**config.mk**
```make
export PLATFORM = sky130hd
export DESIGN_NAME = regfile_write_arbiter
export DESIGN_NICKNAME = d
export VERILOG_FILES = /design/src/rtl/regarb_pkg.sv /design/src/rtl/rr_arbiter.sv /design/src/rtl/regfile_write_arbiter.sv
export SDC_FILE = /design/constraint.sdc
export NUM_CORES = 1
export LEC_CHECK = 0
export ABC_CLOCK_PERIOD_IN_PS = 8200
export CORE_AREA = 4 4 133 135
export DETAILED_ROUTE_END_ITERATION = 8
export DIE_AREA = 0 0 137 139
export GPL_TIMING_DRIVEN = 0
export PLACE_DENSITY_LB_ADDON = 0.3
export SETUP_SLACK_MARGIN = 0.05
export SKIP_CTS_REPAIR_TIMING = 1
export SYNTH_ARGS = -nofsm -noshare
export SYNTH_HDL_FRONTEND = slang
export SYNTH_SLANG_ARGS = --single-unit
export TNS_END_PERCENT = 100
```
**constraint.sdc**
```tcl
create_clock -name clock -period 8.2 [get_ports clock]
set_clock_uncertainty 0.1 [all_clocks]
set_input_delay 0.82 -clock clock [delete_from_list [all_inputs] [get_ports clock]]
set_output_delay 0.82 -clock clock [all_outputs]
set_load 0.05 [all_outputs]
```
**src/rtl/regarb_pkg.sv**
```systemverilog
// ---------------------------------------------------------------------------
// regarb_pkg
// Shared constants and the round-robin pick function used by the register
// file write arbiter (regfile_write_arbiter) and its rr_arbiter sub-block.
//   REGARB_NREQ / REGARB_AW / REGARB_DW : default requester count, address
//                                         width and data width.
//   rr_pick(req, ptr, nreq)             : one-hot grant of the first asserted
//                                         request at or after ptr, scanning
//                                         upward modulo nreq.
// ---------------------------------------------------------------------------
package regarb_pkg;

    localparam int REGARB_NREQ = 4;
    localparam int REGARB_AW   = 5;
    localparam int REGARB_DW   = 32;

    // The pick function works on a fixed maximum width so a single function
    // serves every legal NREQ (2..8); unused upper bits are simply zero.
    localparam int REGARB_MAXREQ = 8;
    localparam int REGARB_PTRW   = 3;

    typedef logic [REGARB_MAXREQ-1:0] regarb_req_t;
    typedef logic [REGARB_PTRW-1:0]   regarb_ptr_t;
    // One extra bit so ptr + offset never wraps before the modulo step.
    typedef logic [REGARB_PTRW:0]     regarb_cnt_t;

    function automatic regarb_req_t rr_pick(
        input regarb_req_t req,
        input regarb_ptr_t ptr,
        input regarb_cnt_t nreq
    );
        regarb_req_t gnt;
        logic        found;
        regarb_cnt_t sum;
        regarb_cnt_t idx;
        gnt   = '0;
        found = 1'b0;
        for (int k = 0; k < REGARB_MAXREQ; k++) begin
            sum = {1'b0, ptr} + regarb_cnt_t'(k);
            // ptr < nreq and k < nreq, so one subtraction is a full modulo.
            idx = (sum >= nreq) ? (sum - nreq) : sum;
            if ((regarb_cnt_t'(k) < nreq) && !found && req[idx[REGARB_PTRW-1:0]]) begin
                gnt[idx[REGARB_PTRW-1:0]] = 1'b1;
                found                     = 1'b1;
            end
        end
        return gnt;
    endfunction

endpackage

```
**src/rtl/rr_arbiter.sv**
```systemverilog
// ---------------------------------------------------------------------------
// rr_arbiter
// Round-robin arbiter owning the rotation pointer. The grant is purely
// combinational; the pointer advances past the winner on every accept.
// Ports:
//   clk_i   : clock, rising edge
//   srst_i  : synchronous active-high reset (pointer -> 0)
//   en_i    : grant enable; when low no grant is issued and pointer holds
//   req_i   : per-requester write pending
//   gnt_o   : one-hot grant, same cycle as the accept edge
// ---------------------------------------------------------------------------
module rr_arbiter
    import regarb_pkg::*;
#(
    parameter int NREQ = REGARB_NREQ
) (
    input  logic            clk_i,
    input  logic            srst_i,
    input  logic            en_i,
    input  logic [NREQ-1:0] req_i,
    output logic [NREQ-1:0] gnt_o
);

    localparam int PW = $clog2(NREQ);

    logic [PW-1:0] rr_ptr_q;
    logic [PW-1:0] rr_ptr_d;
    regarb_req_t   pick;

    always_comb begin
        pick  = rr_pick(regarb_req_t'(req_i), regarb_ptr_t'(rr_ptr_q), regarb_cnt_t'(NREQ));
        gnt_o = en_i ? pick[NREQ-1:0] : '0;
    end

    // Next pointer is one past the winner; no grant leaves it unchanged.
    always_comb begin
        rr_ptr_d = rr_ptr_q;
        for (int i = 0; i < NREQ; i++) begin
            if (gnt_o[i]) begin
                rr_ptr_d = (i == NREQ - 1) ? '0 : PW'(i + 1);
            end
        end
    end

    always_ff @(posedge clk_i) begin
        if (srst_i) begin
            rr_ptr_q <= '0;
        end else begin
            rr_ptr_q <= rr_ptr_d;
        end
    end

endmodule

```
**src/rtl/regfile_write_arbiter.sv**
```systemverilog
// ---------------------------------------------------------------------------
// regfile_write_arbiter
// Shares the single write port of the register file between NREQ
// requesters with round-robin req/gnt arbitration, registers the winning
// write onto enc/addrc/datac, and passes both read ports through.
// Optional feature macro: REGARB_BYPASS_EN -- when defined, a registered but
// not yet committed write is forwarded to same-cycle reads of its address.
// Ports:
//   clock, reset          : clock (rising edge), synchronous active-high reset
//   wr_req/wr_addr/wr_data: packed per-requester request, address, data
//   wr_gnt                : one-hot combinational grant
//   stall                 : register file unavailable, suppresses grants
//   enc/addrc/datac       : registered write port to the register file
//   addra/addrb           : consumer read addresses
//   rf_addra/rf_addrb     : read addresses to the register file
//   rf_dataa/rf_datab     : read data from the register file
//   dataa/datab           : read data to the consumer
// ---------------------------------------------------------------------------
module regfile_write_arbiter
    import regarb_pkg::*;
#(
    parameter int NREQ = REGARB_NREQ,
    parameter int AW   = REGARB_AW,
    parameter int DW   = REGARB_DW
) (
    input  logic              clock,
    input  logic              reset,
    input  logic [NREQ-1:0]   wr_req,
    input  logic [NREQ*AW-1:0] wr_addr,
    input  logic [NREQ*DW-1:0] wr_data,
    output logic [NREQ-1:0]   wr_gnt,
    input  logic              stall,
    output logic              enc,
    output logic [AW-1:0]     addrc,
    output logic [DW-1:0]     datac,
    input  logic [AW-1:0]     addra,
    input  logic [AW-1:0]     addrb,
    output logic [AW-1:0]     rf_addra,
    output logic [AW-1:0]     rf_addrb,
    input  logic [DW-1:0]     rf_dataa,
    input  logic [DW-1:0]     rf_datab,
    output logic [DW-1:0]     dataa,
    output logic [DW-1:0]     datab
);

    logic          grant_en;
    logic          accept;
    logic [AW-1:0] sel_addr;
    logic [DW-1:0] sel_data;
    logic [AW-1:0] addr_mask [NREQ];
    logic [DW-1:0] data_mask [NREQ];

    logic          enc_q,   enc_d;
    logic [AW-1:0] addrc_q, addrc_d;
    logic [DW-1:0] datac_q, datac_d;

    // Reset is folded in so no grant is ever visible during a reset cycle.
    assign grant_en = !stall && !reset;

    rr_arbiter #(
        .NREQ (NREQ)
    ) u_rr_arbiter (
        .clk_i  (clock),
        .srst_i (reset),
        .en_i   (grant_en),
        .req_i  (wr_req),
        .gnt_o  (wr_gnt)
    );

    // Grant is one-hot, so AND-masking and OR-reducing selects the winner.
    generate
        for (genvar gi = 0; gi < NREQ; gi++) begin : g_sel
            assign addr_mask[gi] = wr_addr[gi*AW +: AW] & {AW{wr_gnt[gi]}};
            assign data_mask[gi] = wr_data[gi*DW +: DW] & {DW{wr_gnt[gi]}};
        end
    endgenerate

    always_comb begin
        sel_addr = '0;
        sel_data = '0;
        for (int i = 0; i < NREQ; i++) begin
            sel_addr = sel_addr | addr_mask[i];
            sel_data = sel_data | data_mask[i];
        end
    end

    assign accept = |wr_gnt;

    // Address/data hold when nothing is accepted; only enc drops.
    always_comb begin
        enc_d   = accept;
        addrc_d = accept ? sel_addr : addrc_q;
        datac_d = accept ? sel_data : datac_q;
    end

    always_ff @(posedge clock) begin
        if (reset) begin
            enc_q   <= 1'b0;
            addrc_q <= '0;
            datac_q <= '0;
        end else begin
            enc_q   <= enc_d;
            addrc_q <= addrc_d;
            datac_q <= datac_d;
        end
    end

    assign enc   = enc_q;
    assign addrc = addrc_q;
    assign datac = datac_q;

    assign rf_addra = addra;
    assign rf_addrb = addrb;

`ifdef REGARB_BYPASS_EN
    assign dataa = (enc_q && (addrc_q == addra)) ? datac_q : rf_dataa;
    assign datab = (enc_q && (addrc_q == addrb)) ? datac_q : rf_datab;
`else
    assign dataa = rf_dataa;
    assign datab = rf_datab;
`endif

endmodule

```
==> deck_impl_summary.md <==
Physical Implementation Snapshot

Floorplanning
  • Die X: 137 µm
  • Fp_density: 19.1%
  • Die y size: 139 µm
  • Core Area: 16500 µm²
  • Die Area: 19000 µm²
  • Tapcells: 220

Placed design
  • Dpl hpwl: 12.2 mm
  • Dpl cell area: 6120 µm²
  • Cell count after placement: 836
  • Port-buffer cells: 270

Timing
  • Fmax: 187 MHz
  • Worst-Margin Slew: 0.782 ns
  • Setup slack after layout: 2.86 ns
  • Worst relative slew slack: 47.8%
  • Final total negative setup slack: 0 ns
  • Hold WS: 0.394 ns
  • Unrepaired setup endpoints after global routing: false
  • Slew Viols, Final: 0
  • Endpoints failing setup: 0
  • Post-route clock period utilization: 65.2%
  • Final Hold Violating Endpoints: 0

Route
  • Drt total wl: 15.1 mm
  • Initial detailed-routing violation count: 102
  • Drt pass-1 iters: 4
  • WL per Instance: 17.9 µm
  • Vias per cell: 4.55
  • Vias post-DR: 3836
  • DR DRC count: 0
  • Antenna Nets Post-Route: 0

Cells and area
  • Sequential cell area: 801 µm²
  • Area grow syn2layout: 99.2%
  • Non-clk buf share: 54.4%
  • Non-CTS buffers: 373
  • Final Util: 38.0%
  • Non-Filler Instances: 843
  • Inverters: 2
  • Layout fillers: 1672
  • Share of cells above drive strength 1: 19.7%
  • Dominant logic cell types in the final layout: clkdlybuf4s50_1, buf_4, a22oi_1, nor2_1, dfxtp_1
  • Register share of the cell area: 12.8%
  • Antenna diode count: 0
  • Largest cell class: non-clock buffers
  • #MultiIn Comb: 201
  • Comb/total area: 26.1%
  • Fin nets: 859

Setup path
  • Top delay family on crit path: buffers and inverters
  • Worst path arrival time: 4.42 ns
  • Reg2reg end: datac[14]
  • Critical Path End Type: output port
  • R2R Setup Slk: 4.15 ns
  • R2R cell count: 11
  • CP max FO: 10
  • R2r startpoint: u_rr_arbiter.rr_ptr_q[0]
  • CP required: 7.28 ns
  • Critical Path Start Type: flop
  • Worst path depth: 9
  • Crit. Startpoint: u_rr_arbiter.rr_ptr_q[0]

Yosys
  • Register area share after synthesis: 25.5%
  • Post-Syn Area per Cell: 9.07 µm²
  • Synthesis area per yosys: 3140 µm²
  • Post-Synthesis Cells: 346
  • Ys Warns: 0
  • Most used flip-flop cell: dfxtp_1
  • Syn_nets: 582
  • Yosys cell types: 27
  • Synth mux share: 2.47%
  • Fraction of registers with async set/reset: 0%
  • Ao+oa area frac: 37.0%
  • Main logic family after synthesis: AND-OR/OR-AND gates
  • Xor+xnor area frac: 0%
  • Adders+Majority by Area: 2.79%
  • And+or+nand+nor area frac: 9.80%

Clocking
  • CTS tree: built
  • Clk slew on worst S/H paths: 0.06 ns
  • Clock Latency Late Sink: 0.29 ns
  • Inserted Clock Buffers: 5
  • CTS Sinks: 40
  • CTS root buffer: clkbuf_16
  • Clock buffer depth: 2

Hold path
  • Worst hold endpoint: datac[27]
  • Hold Crit Class: flop to flop

Run
  • Tool warnings: 32
  • MaxCap Viol Count: 0

GRT
  • Global-route wire length before repair: 22.1 mm
  • Number of global-route vias before repair: 4063
  • GRT overflow: 0
  • Initial antenna violation count: 0
  • Overall Global Routing Usage: 14.8%

Power and ir drop
  • Pwr dens: 200 nW/µm²
  • Pleak: 2.18 nW
  • Total Power: 0.00125 W

Outcome
  • Outcome: finished, final reports clean
==> per-layer routing <==
| metal | track usage (%) | vias up | part of all wire [%] |
|---|---|---|---|
| li1 | - | 1798 | - |
| met1 | 16.0 | 1798 | 37 |
| met2 | 27.9 | 230 | 52 |
| met3 | 4.75 | 10 | 10 |
| met4 | 2.57 | 0 | 0.73 |
| met5 | 0 | - | 0 |
==> worst max path at each step <==
stage	to	slack, ns
2_1_floorplan	wr_gnt[2]	4.35
3_3_place_gp	wr_gnt[0]	3.15
3_5_place_dp	wr_gnt[0]	3.04
4_1_cts	wr_gnt[0]	2.84
5_1_grt	wr_gnt[0]	2.50
6_report	wr_gnt[0]	2.86
==> registers in the layout, indices dropped and copies added, names as in the netlist <==
register	cells
enc	1
addrc	5
u_rr_arbiter.rr_ptr_q	2
datac	32
==> cells in the mapped netlist (4+ instances only) <==
cell	count	area [µm²]
ha_1	7	87.6
a311oi_1	8	70.1
dfxtp_1	40	801
a22oi_1	74	556
nor3b_1	5	37.5
nor4_1	4	25.0
a311oi_2	29	435
nand2_1	7	26.3
buf_4	75	563
o31a_1	5	43.8
clkbuf_1	18	67.6
buf_2	5	25.0
nand2b_1	4	25.0
nor2_1	42	158
==> report_power, final <==
group	internal (W)	switching (W)
Sequential	0.000246	0.0000300
Clock	0.000111	0.0000863
Combinational	0.000310	0.000466
Total	0.000666	0.000582
==> kinds of logic (layout without fill, tap and decap cells) <==
logic type	count (synthesis)	after routing
flops	40	40
buf+inv	105	382
mux	4	4
fa+ha+maj	7	7
simple gates	67	67
compound gates	123	123
**Cells by drive strength**

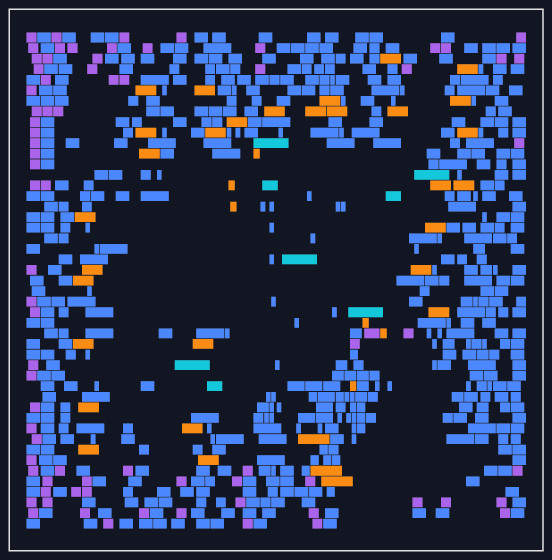
size	color	cells	share
drive 2	orange	38	6.1%
drive 3 to 4	purple	77	12%
drive 6 and up	cyan	8	1.3%
drive 1 or less	blue	500	80%

**Gate-type map**

Scale bar: 50 µm.
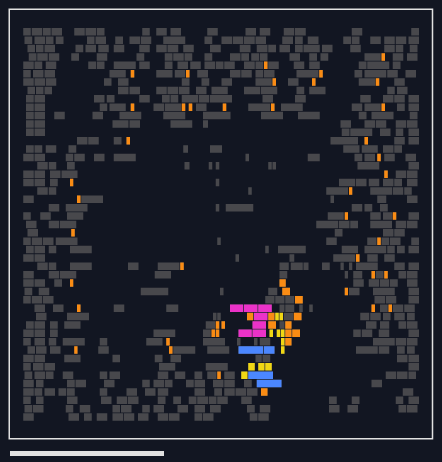
family	color	cells	most used
NOR gates	orange	54	nor2_1
multiplexers	blue	4	mux4_2
NAND gates	yellow	11	nand2_1
adder and majority cells	magenta	7	ha_1

No activity file was given, so power comes from the tool's default toggle rates.
